### The clock network, run 1

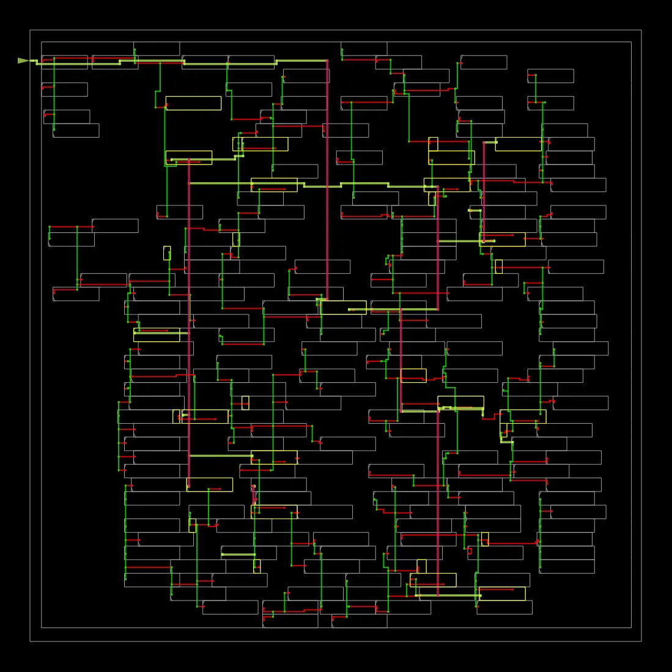
### Signal wires by layer, run 1

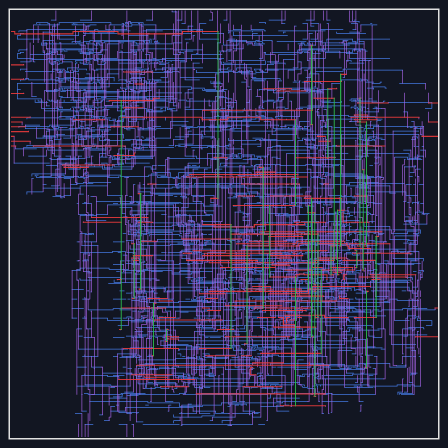
### Register map, names as in the netlist, run 1

Other sequential cells in the stronger gray, the rest of the logic in the fainter gray.
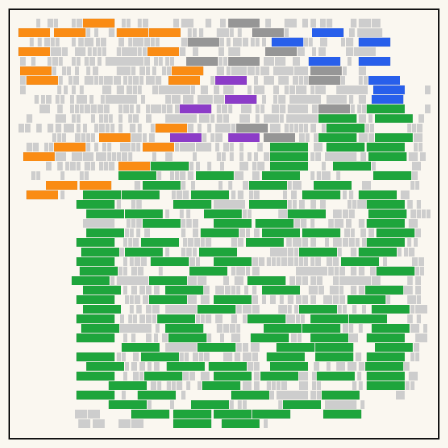
<file path="src/rtl/output_pipe_pkg.sv">
// Shared definitions for the output streaming pipeline: transmitter FSM states
// and frame sizing constants.
package output_pipe_pkg;

    typedef enum logic [1:0] {
        ST_IDLE   = 2'd0,
        ST_STREAM = 2'd1,
        ST_DRAIN  = 2'd2,
        ST_DONE   = 2'd3
    } tx_state_t;

    localparam int unsigned FRAME_BYTES        = 307200;
    localparam int unsigned DEFAULT_FIFO_DEPTH = 16;

endpackage

</file>
<file path="src/rtl/sync_byte_fifo.sv">
// Synchronous byte FIFO whose head is presented through a registered output stage;
// the byte held in that stage still occupies its FIFO slot until the sink takes it.
module sync_byte_fifo #(
    parameter int DEPTH = 16
) (
    input  logic       clock,
    input  logic       reset_n,
    input  logic       i_push,
    input  logic [7:0] i_push_data,
    input  logic       i_pop,
    output logic       o_push_ok,
    output logic       o_full,
    output logic       o_empty,
    output logic       o_head_valid,
    output logic [7:0] o_head_data
);

    localparam int AW = $clog2(DEPTH);

    logic [7:0]  r_mem [DEPTH];
    logic [AW:0] r_wr_ptr;
    logic [AW:0] r_rd_ptr;
    logic [AW:0] w_rd_next;
    logic        r_head_valid;
    logic [7:0]  r_head_data;
    logic        w_pop;
    logic        w_push;

    assign o_full  = (r_wr_ptr[AW] != r_rd_ptr[AW]) && (r_wr_ptr[AW-1:0] == r_rd_ptr[AW-1:0]);
    assign o_empty = (r_wr_ptr == r_rd_ptr);

    // A pop frees the head slot in the same cycle, so a full FIFO can still take a byte
    assign w_pop     = i_pop && r_head_valid;
    assign w_push    = i_push && (!o_full || w_pop);
    assign w_rd_next = w_pop ? (r_rd_ptr + {{AW{1'b0}}, 1'b1}) : r_rd_ptr;

    assign o_push_ok    = w_push;
    assign o_head_valid = r_head_valid;
    assign o_head_data  = r_head_data;

    // Storage array write port
    always_ff @(posedge clock) begin
        if (w_push) begin
            r_mem[r_wr_ptr[AW-1:0]] <= i_push_data;
        end
    end

    // Pointers and registered head; a byte written this edge becomes visible one edge later
    always_ff @(posedge clock or negedge reset_n) begin
        if (!reset_n) begin
            r_wr_ptr     <= '0;
            r_rd_ptr     <= '0;
            r_head_valid <= 1'b0;
            r_head_data  <= 8'h00;
        end else begin
            r_rd_ptr     <= w_rd_next;
            r_head_valid <= (r_wr_ptr != w_rd_next);
            if (w_push) begin
                r_wr_ptr <= r_wr_ptr + {{AW{1'b0}}, 1'b1};
            end
            if (r_wr_ptr != w_rd_next) begin
                r_head_data <= r_mem[w_rd_next[AW-1:0]];
            end
        end
    end

endmodule

</file>
<file path="src/rtl/output_stream_tx.sv">
// Frame-oriented byte transmitter between the output fetch stage and an external sink.
// Optional 16-bit frame checksum output enabled by defining OUTPUT_CHECKSUM_EN.
module output_stream_tx
    import output_pipe_pkg::*;
#(
    parameter int FIFO_DEPTH = DEFAULT_FIFO_DEPTH,
    parameter int CNT_W      = 20
) (
    input  logic             clock,
    input  logic             reset_n,
    input  logic             in_valid,
    input  logic [7:0]       in_data,
    input  logic [15:0]      in_addr,
    input  logic             in_done,
    output logic             out_valid,
    output logic [7:0]       out_data,
    input  logic             out_ready,
    output logic             frame_sel,
`ifdef OUTPUT_CHECKSUM_EN
    output logic [15:0]      checksum,
`endif
    output logic [CNT_W-1:0] byte_count,
    output logic             overflow,
    output logic             tx_done
);

    tx_state_t        r_state;
    tx_state_t        w_state_next;
    logic             w_push_req;
    logic             w_frame_start;
    logic             w_push_ok;
    logic             w_full;
    logic             w_empty;
    logic             w_out_valid;
    logic [7:0]       w_out_data;
    logic             r_frame_sel;
    logic [CNT_W-1:0] r_byte_count;
    logic             r_overflow;
    logic             r_tx_done;
    logic             w_unused;

    assign w_unused = ^{in_addr[14:0], w_full};

    // Bytes are only taken while a frame is being streamed, or as its first byte
    assign w_frame_start = in_valid && (r_state == ST_IDLE);
    assign w_push_req    = in_valid && ((r_state == ST_IDLE) || (r_state == ST_STREAM));

    sync_byte_fifo #(
        .DEPTH (FIFO_DEPTH)
    ) u_fifo (
        .clock        (clock),
        .reset_n      (reset_n),
        .i_push       (w_push_req),
        .i_push_data  (in_data),
        .i_pop        (out_ready),
        .o_push_ok    (w_push_ok),
        .o_full       (w_full),
        .o_empty      (w_empty),
        .o_head_valid (w_out_valid),
        .o_head_data  (w_out_data)
    );

    // FSM state register
    always_ff @(posedge clock or negedge reset_n) begin
        if (!reset_n) begin
            r_state <= ST_IDLE;
        end else begin
            r_state <= w_state_next;
        end
    end

    // FSM next-state logic
    always_comb begin
        w_state_next = r_state;
        case (r_state)
            ST_IDLE: begin
                if (in_valid) w_state_next = ST_STREAM;
                else          w_state_next = ST_IDLE;
            end
            ST_STREAM: begin
                if (in_done) w_state_next = ST_DRAIN;
                else         w_state_next = ST_STREAM;
            end
            ST_DRAIN: begin
                if (w_empty && !w_out_valid) w_state_next = ST_DONE;
                else                         w_state_next = ST_DRAIN;
            end
            ST_DONE:  w_state_next = ST_IDLE;
            default:  w_state_next = ST_IDLE;
        endcase
    end

    // Frame bookkeeping: select capture, accepted-byte count, sticky drop flag, done pulse
    always_ff @(posedge clock or negedge reset_n) begin
        if (!reset_n) begin
            r_frame_sel  <= 1'b0;
            r_byte_count <= '0;
            r_overflow   <= 1'b0;
            r_tx_done    <= 1'b0;
        end else begin
            r_tx_done <= (w_state_next == ST_DONE);
            if (w_frame_start) begin
                r_frame_sel  <= in_addr[15];
                r_byte_count <= w_push_ok ? {{(CNT_W-1){1'b0}}, 1'b1} : {CNT_W{1'b0}};
                r_overflow   <= !w_push_ok;
            end else if (w_push_req) begin
                if (w_push_ok) begin
                    if (r_byte_count != {CNT_W{1'b1}}) begin
                        r_byte_count <= r_byte_count + {{(CNT_W-1){1'b0}}, 1'b1};
                    end
                end else begin
                    r_overflow <= 1'b1;
                end
            end
        end
    end

`ifdef OUTPUT_CHECKSUM_EN
    logic [15:0] r_checksum;

    // Running sum of accepted bytes; only STREAM/IDLE push, so it freezes from DRAIN on
    always_ff @(posedge clock or negedge reset_n) begin
        if (!reset_n) begin
            r_checksum <= 16'h0000;
        end else if (w_frame_start) begin
            r_checksum <= w_push_ok ? {8'h00, in_data} : 16'h0000;
        end else if (w_push_req && w_push_ok) begin
            r_checksum <= r_checksum + {8'h00, in_data};
        end
    end

    assign checksum = r_checksum;
`endif

    assign out_valid  = w_out_valid;
    assign out_data   = w_out_data;
    assign frame_sel  = r_frame_sel;
    assign byte_count = r_byte_count;
    assign overflow   = r_overflow;
    assign tx_done    = r_tx_done;

endmodule

</file>
<file path="config.mk">
export PLATFORM = sky130hd
export DESIGN_NAME = output_stream_tx
export DESIGN_NICKNAME = d
export VERILOG_FILES = /design/src/rtl/output_pipe_pkg.sv /design/src/rtl/sync_byte_fifo.sv /design/src/rtl/output_stream_tx.sv
export SDC_FILE = /design/constraint.sdc
export NUM_CORES = 1
export LEC_CHECK = 0
export ABC_AREA = 1
export CORE_MARGIN = 2
export CORE_UTILIZATION = 59
export DETAILED_ROUTE_END_ITERATION = 10
export GPL_ROUTABILITY_DRIVEN = 0
export GPL_TIMING_DRIVEN = 0
export PLACE_DENSITY = 0.8
export SLEW_MARGIN = 40
export SYNTH_ARGS = -nofsm -noshare
export SYNTH_HDL_FRONTEND = slang
export SYNTH_SLANG_ARGS = --single-unit
</file>
<file path="constraint.sdc">
create_clock -name clock -period 2.6 [get_ports clock]
set_input_delay 0.52 -clock clock [delete_from_list [all_inputs] [get_ports clock]]
set_output_delay 0.52 -clock clock [all_outputs]
set_load 0.1 [all_outputs]
</file>
==> summary.txt, run 1 <==
The synthesis and PnR run went through. After layout, the worst setup slack is 0.0912 ns. The layout summary lists the proportion of cells stronger than drive strength 1 as 0.113. Critical path data required time landed at 2.66 ns. The pre-antenna-repair detailed-routing pass consisted of 7 iterations. The design received a total of 180 well taps at floorplan.

Setup repair after global routing could not meet its margin everywhere. Note that the worst hold path type here is input pin to async pin. Per the final report, max-transition violations number 0.

Looking at the reg2reg group, the worst path ends at u_fifo.r_mem[1][5]. Sorting the synthesis cell report by count puts at the top sky130_fd_sc_hd__nand2_1. Count of boundary I/O pins landed at 61. Signed area change from the synthesized netlist to the final layout landed at 13.2%. Global route summary, busiest routing layer listed as met2.

The share of total power dissipated in the clock network is 0.214. At floorplan, the net count of the design was reported as 879. Initial core utilization landed at 0.597. Looking at the group totals, the largest power group turns out to be combinational cells.

Per the synthesis report, the AND-OR/OR-AND share of the synthesized area is 0.00700. Per the run summary, max-cap violations total 0. met2 track demand over resource after global routing is 0.445. Highest ir drop seen on vdd landed at 0.507 mV. Number of buffers inserted by hold repair at cts landed at 1.

Count of filler cells inserted in the layout landed at 1058. Placement row count landed at 43. In this run the cell area measured after placement is 0.00876 mm^2. Placed wire-length estimate after detailed placement landed at 13.4 mm. The commonest register cell is sky130_fd_sc_hd__edfxtp_1.

On the worst path, the slowest cell contributes a delay of 0.64 ns. The synth_stat.txt file lists the number of cells as 844. In this run the horizontal extent of the chip is 122 um. The most critical setup path has its startpoint at out_ready.

Power spread over the standard cell area amounts to 1160 mW/mm^2. The run finished with clean final reports. Across all stage logs, warnings added up to 45. Number of antenna repair diodes landed at 0.

Reported combinational group power landed at 4.92 mW. For reference, the top cells by area after synthesis are sky130_fd_sc_hd__edfxtp_1 (47%), sky130_fd_sc_hd__dfrtp_1 (13%), sky130_fd_sc_hd__nand3_1 (10%). After clock tree synthesis, the clock-pin slew on the worst setup and hold paths is 0.06 ns. The top cell types in the final layout, fill and taps aside, are sky130_fd_sc_hd__nand2_1 (195), sky130_fd_sc_hd__nand3_1 (164), sky130_fd_sc_hd__edfxtp_1 (128).

The layout report gives the multi-input gate share of total cell area as 0.292. The total area inside the core boundary comes to 0.0138 mm^2. Chip area in the Yosys report landed at 0.00822 mm^2.

Power comes to 10.8 mW. Total number of H-tree levels landed at 4. Per the TritonCTS log, the buffer count is 17. Count of flip-flops with a built-in enable after synthesis landed at 128. Detailed-route iteration 0 reported a violation count of 722.

The portion of synthesized area spent on multiplexers is 0. The cell count after synthesis came out at 844. In this run the worst path has a maximum fanout of 10. TritonRoute reported its final design rule violation total as 0.

Wire length the detailed router placed on met1 landed at 8.02 mm. After layout, the inverter instance count without clock inverters stands at 112. Number of buffer and inverter stages on the critical path landed at 3. Grouping stages by cell kind, the critical path spends the most delay in simple AND/OR/NAND/NOR gates. The most common logic cell in the final layout is sky130_fd_sc_hd__nand2_1.

Design internal power landed at 5.88 mW. According to the finish report, the design has a final net count of 945. Post-CTS setup buffer count landed at 0. Count of placed standard cells in the final layout, fillers left out landed at 1103. In the detailed route, the total length drawn on met3 is 1.66 mm. Multi-input combinational cell count landed at 525. Worst hold margin landed at 0.437 ns. Per the final report, the share of cell area in non-clock buffers is 0.0516.

Fraction of area in clock buffers and inverters landed at 0.0560. For the completed layout, the total cell area is recorded as 0.00931 mm^2. The critical path in this run is classified as input pin to register.

Shortest period the worst path allows landed at 2.51 ns. Looking at the critical path, the single cell with the biggest stage delay is sky130_fd_sc_hd__nor2_1. Tally of nets with antenna violations remaining after routing landed at 0. Per the slew report, the remaining headroom to the max-slew limit stands at 0.431. Looking at the clock tree report, the maximum root-to-sink buffer count equals 2.

The first global-routing pass estimated 30.9 mm of wire. Fraction of registers with async set or reset after synthesis landed at 0.256.
About 'The clock network':
clock buf count: 28
worst-case clock skew: 0.00872 ns
Sink Count: 172

About 'Signal wires by layer':
layer	color	wire length
metal 3	red	1660 um
metal 4	green	840 um
metal 1	blue	8020 um
metal 2	purple	9320 um
GRT Overall Usage: 0.282
total wire length: 19.8 mm
Vias: 6253
DR WL/cell: 18.0 um

About 'Register map, names as in the netlist':
name in the netlist	color	placed flops
byte_count	orange	20
u_fifo.o_head_data	blue	8
u_fifo.r_wr_ptr	purple	5
u_fifo.r_mem	green	128
not colored	11
reported sequential group power: 3.55 mW
sequential share of cell area: 0.531
Util after Layout: 0.676
Reg area: 0.00494 mm^2

### Pin map, run 1

Pins as bars across the die edge, other pins in gray.
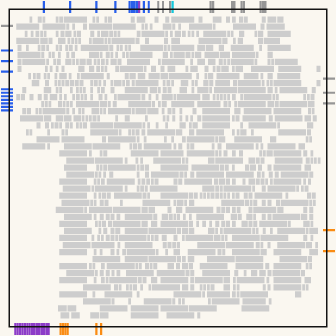

==> run 1 -> run 2 <==
--- a/config.mk
+++ b/config.mk
@@ -15,4 +15,5 @@
 export SLEW_MARGIN = 40
 export SYNTH_ARGS = -nofsm -noshare
 export SYNTH_HDL_FRONTEND = slang
+export SYNTH_HIERARCHICAL = 1
 export SYNTH_SLANG_ARGS = --single-unit
### Pin map, run 2

Pins as bars across the die edge, other pins in gray.
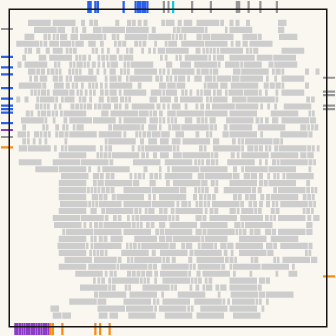
port	color	pins	direction	edge
in_addr	purple	16	input	15 bottom, 1 left
in_data	orange	8	input	6 bottom, 1 right, 1 left
byte_count	blue	20	output	11 top, 9 left
in_done	cyan	1	input	top
all pins by edge	21 top, 21 bottom, 13 left, 6 right
# port buffers: 45
DIE HEIGHT: 123 um
horizontal die dimension: 123 um

### Signal wires by layer, run 2

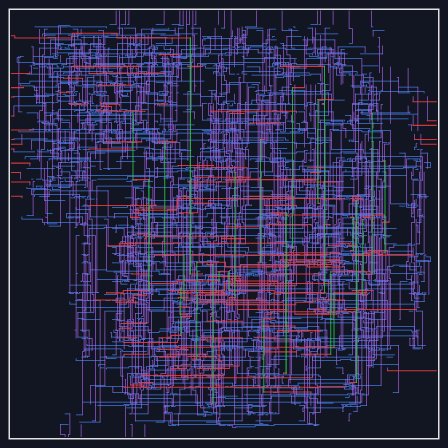
layer	color	wire length
metal 3	red	1720 um
metal 1	blue	8120 um
metal 4	green	731 um
metal 2	purple	9810 um

### Gate families picked out, run 2

Scale bar: 20 um.
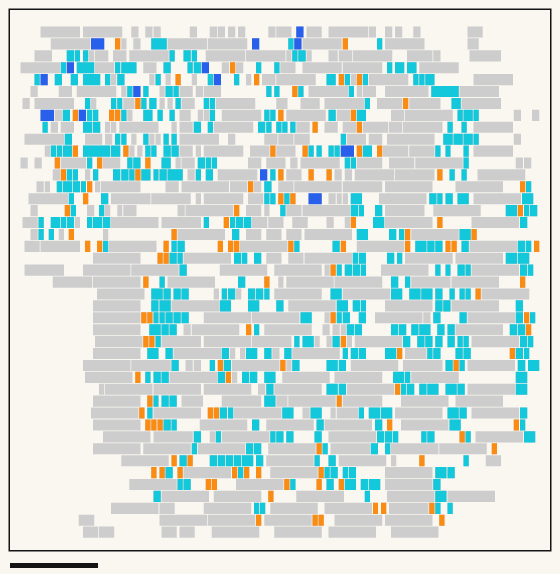
family	color	cells
inverting AOI/OAI gates	blue	14
NAND gates	cyan	408
inverters	orange	120
share of cell area taken by multi-input logic gates: 0.302
number of cells in the finished layout apart from fillers: 1109
commonest non-fill, non-tap cell in the layout: sky130_fd_sc_hd__nand2_1

==> run 2 against run 1 <==
Routed wire length rose by 2.7%; clock skew decreased by 0.0011 ns; critical path depth is 3 higher; total power grew 6.2%; sequential cell count is the same; synthesized area increased by 2.2%; clock power increased by 7%; sequential share of layout area decreased by 1.6 points; fmax increased by 0.70%; highest routed layer unchanged; first-iteration DRC count rose by 13%.
==> summary.txt, run 2 <==
The synthesis and PnR run went through. The run finished with clean final reports. The critical path starts at out_ready. Number of buffers inserted by hold repair at cts landed at 1. The synthesis report lists the Yosys warning total as 6.

Before CTS, the worst setup slack after placement is -0.380 ns. Nets still carrying antenna violations after routing amount to 0. The class occupying the most area after layout is reported as registers. Count of flip-flops with a built-in enable after synthesis landed at 128. Per Yosys stat, the portion of area used by sequential elements is 0.588.

Along the critical path, the tally of buffer and inverter instances is 3. The library cells used most frequently in the layout, excluding fill and tap cells, are sky130_fd_sc_hd__nand2_1 (176), sky130_fd_sc_hd__nand3_1 (157), sky130_fd_sc_hd__edfxtp_1 (128). Between clock sinks in the finished design, the worst skew comes to 0.00764 ns. TritonCTS built the clock tree.

Leaving out the clock tree, the finished layout contains an inverter count of 120. The synthesis report names the predominant flop master as sky130_fd_sc_hd__edfxtp_1. Fraction of synthesized area in multiplexers landed at 0. For met2 alone, demand over resource in global routing was 0.444. Setup violations remaining at the end of the flow were counted as 0. The worst-case IR drop observed on VDD is 0.607 mV.

Number of cells on the critical path landed at 12. Final sequential cell count landed at 172. Register fraction of the total cell area landed at 0.515. In this build the clock could be raised as far as 401 MHz.

Per the synth log, the flip-flop and latch total comes to 172. The setup check on the worst reg-to-reg path leaves a slack of 0.22 ns. Via count of the first global-routing pass landed at 5899. Traced cell by cell, the critical path runs through clkdlybuf4s50_1, nand2_2, nand2_1, buf_2, clkbuf_1, nand3b_1, nand3_1, nand3_1, nand3_1, nand2_1, nand2_1, nand2_1. Number of flip-flops in the largest register landed at 128. The number of warnings reported in the stage logs is 44.

Adder-cell share of the synthesized area landed at 0.00893. Worst-case clock buffer depth landed at 2. Global-route usage over all layers landed at 0.281. After filler insertion, the fill cell instance count of the layout stands at 1027. Worst hold margin landed at 0.438 ns.

STA classifies the critical path endpoint as a register. Chip area landed at 0.0152 mm^2. Sequential power landed at 3.60 mW. Entering global routing, the biggest net connects 40 pins.

Combinational cell fraction of total power landed at 0.470. At the worst endpoint, the required time is 2.92 ns. Portion of the clock cycle consumed by the worst path in the final layout landed at 0.958. STA lists the maximum fanout along the critical path as 10. In this run the power spent charging and discharging nets is 5.29 mW. Max-slew check failures listed in the final report amount to 0. The post-placement cell area is 0.00902 mm^2. Power density over the cells landed at 1190 mW/mm^2. The routed layout has 6354 vias. Non-clock buffer contribution to total cell area landed at 0.0538. By count the netlist is led by sky130_fd_sc_hd__nand2_1 (176), sky130_fd_sc_hd__nand3_1 (157), sky130_fd_sc_hd__edfxtp_1 (128). Measured on the final layout, the clock distribution area share stands at 0.0594. The tree is rooted in a sky130_fd_sc_hd__clkbuf_16. The first detailed-routing pass ran for 8 iterations. Counting flops with an async set or reset pin after synthesis yields a share of 0.256.

After detailed routing, the average wire length per cell comes to 18.4 um. STA classifies the critical path startpoint as an input pin. Number of hold violations in the final report landed at 0. Share of the synthesized area in the top cell type landed at 0.457.

Internal power comes to 6.16 mW. Across all setup checks in the final design, the least slack found is 0.109 ns. Multi-input combinational cell count landed at 520.

Of the total power, registers draw 0.314. Switching power as a fraction of the total was reported as 0.462. Post-synth design cell area landed at 0.00840 mm^2.

After synthesis, the cell types taking the most area are sky130_fd_sc_hd__edfxtp_1 (46%), sky130_fd_sc_hd__dfrtp_1 (13%), sky130_fd_sc_hd__nand3_1 (9.3%). Looking at the global route congestion table, the highest-usage layer is met2. The layout stage reports a final design area of 0.00961 mm^2. After floorplanning, the core was sized to cover 0.0139 mm^2. After detailed placement, the design holds a cell count of 1077.

In this run the core area contains 43 standard-cell rows. Once the clock tree was built, the setup fixing pass inserted 0 buffers. Area taken by flip-flops and latches landed at 0.00494 mm^2. Share of synthesized cell area in and-or and or-and compound cells landed at 0.00968. Met1 usage in global routing landed at 0.377. Number of buffers created by CTS landed at 17. After detailed routing, the total wire length is 20.4 mm. In the per-layer summary, the met1 wirelength comes to 8.12 mm. Yosys stat counts 850 cells in the synthesized netlist.

Sum of negative setup slack landed at 0 ns. Setup repair after global routing left no endpoint under its margin. Total number of H-tree levels landed at 4. The largest single stage delay on the critical path is 0.50 ns.

The final layout contains 952 nets. Detail-routed via count per cell landed at 5.73. The initial antenna violation count was 0. Note that the worst hold path type here is input pin to async pin. The setup path with the least slack is of type input pin to register. The report lists the number of cells resized after CTS as 0. In the finished layout, the clock tree contains a buffer count of 24. Per STA, the endpoint of the critical path is u_fifo/o_head_data[6]. Met3 routing resource usage after global routing landed at 0.0480. Wire segments on met3 add up to 1.72 mm in the final route. Total power landed at 11.5 mW.

Count of boundary I/O pins landed at 61. Per the post-synthesis report, the nets total 885. Counting stages on the worst path, the most repeated cell is sky130_fd_sc_hd__nand2_1. The registers of the reported paths see a clock transition of 0.06 ns.

Number of instances in the synthesized netlist landed at 850. The power report attributes to the clock group a share of 0.216. Shortest period the worst path allows landed at 2.49 ns.

Grouping non-sequential cells by family puts the most area in simple AND/OR/NAND/NOR gates. The run reported a max-capacitance violation count of 0. In the final layout, excluding clock buffers the buffer count is 86. Signed area change from the synthesized netlist to the final layout landed at 14.3%. Once layout is complete, the utilization of the core stands at 0.692. For this block, the initial DRC count from the detailed router was 814.

Detailed placement ended at an HPWL of 13.8 mm. Number of tap instances landed at 180. The endpoint identified for the worst register-to-register timing path is u_fifo/r_mem[12][7]. Average cell area after synthesis landed at 9.89 um^2. In the power breakdown, the biggest contributor is combinational cells. Arrival time of the worst setup path landed at 2.81 ns. Clock tree synthesis found a total of 172 sinks.

For the worst-skew pair, the clock arrives at the later sink with an insertion delay of 0.43 ns. The transition time recorded at the tightest slew-check pin is 0.860 ns. Number of antenna repair diodes landed at 0. The synthesis stats list as the most numerous cell sky130_fd_sc_hd__nand2_1. Count of different cell masters after synthesis landed at 34. Initial core utilization landed at 0.605. Per the detail_route log, the uppermost layer with routed signals is met4. sky130_fd_sc_hd__edfxtp_1 takes more of the synthesized area than any other cell. Wire length of the first global-routing pass landed at 31.1 mm. Reported combinational group power landed at 5.38 mW.

Power consumed by the clock network landed at 2.47 mW. The DRC violation total left in the routed layout is recorded as 0. On the critical path, the stage with the largest delay is an instance of sky130_fd_sc_hd__clkdlybuf4s50_1. Per STA, the worst path accumulates the most delay in the family buffers and inverters. Remaining max-slew budget at the tightest pin landed at 0.424. Per the OpenROAD power report, leakage power amounts to 4.09 nW.

In the synthesis report, Yosys lists the chip area as 0.00840 mm^2. In the final layout, the share of cells above drive strength 1 is 0.144.
Power and IR drop assume default switching activity.
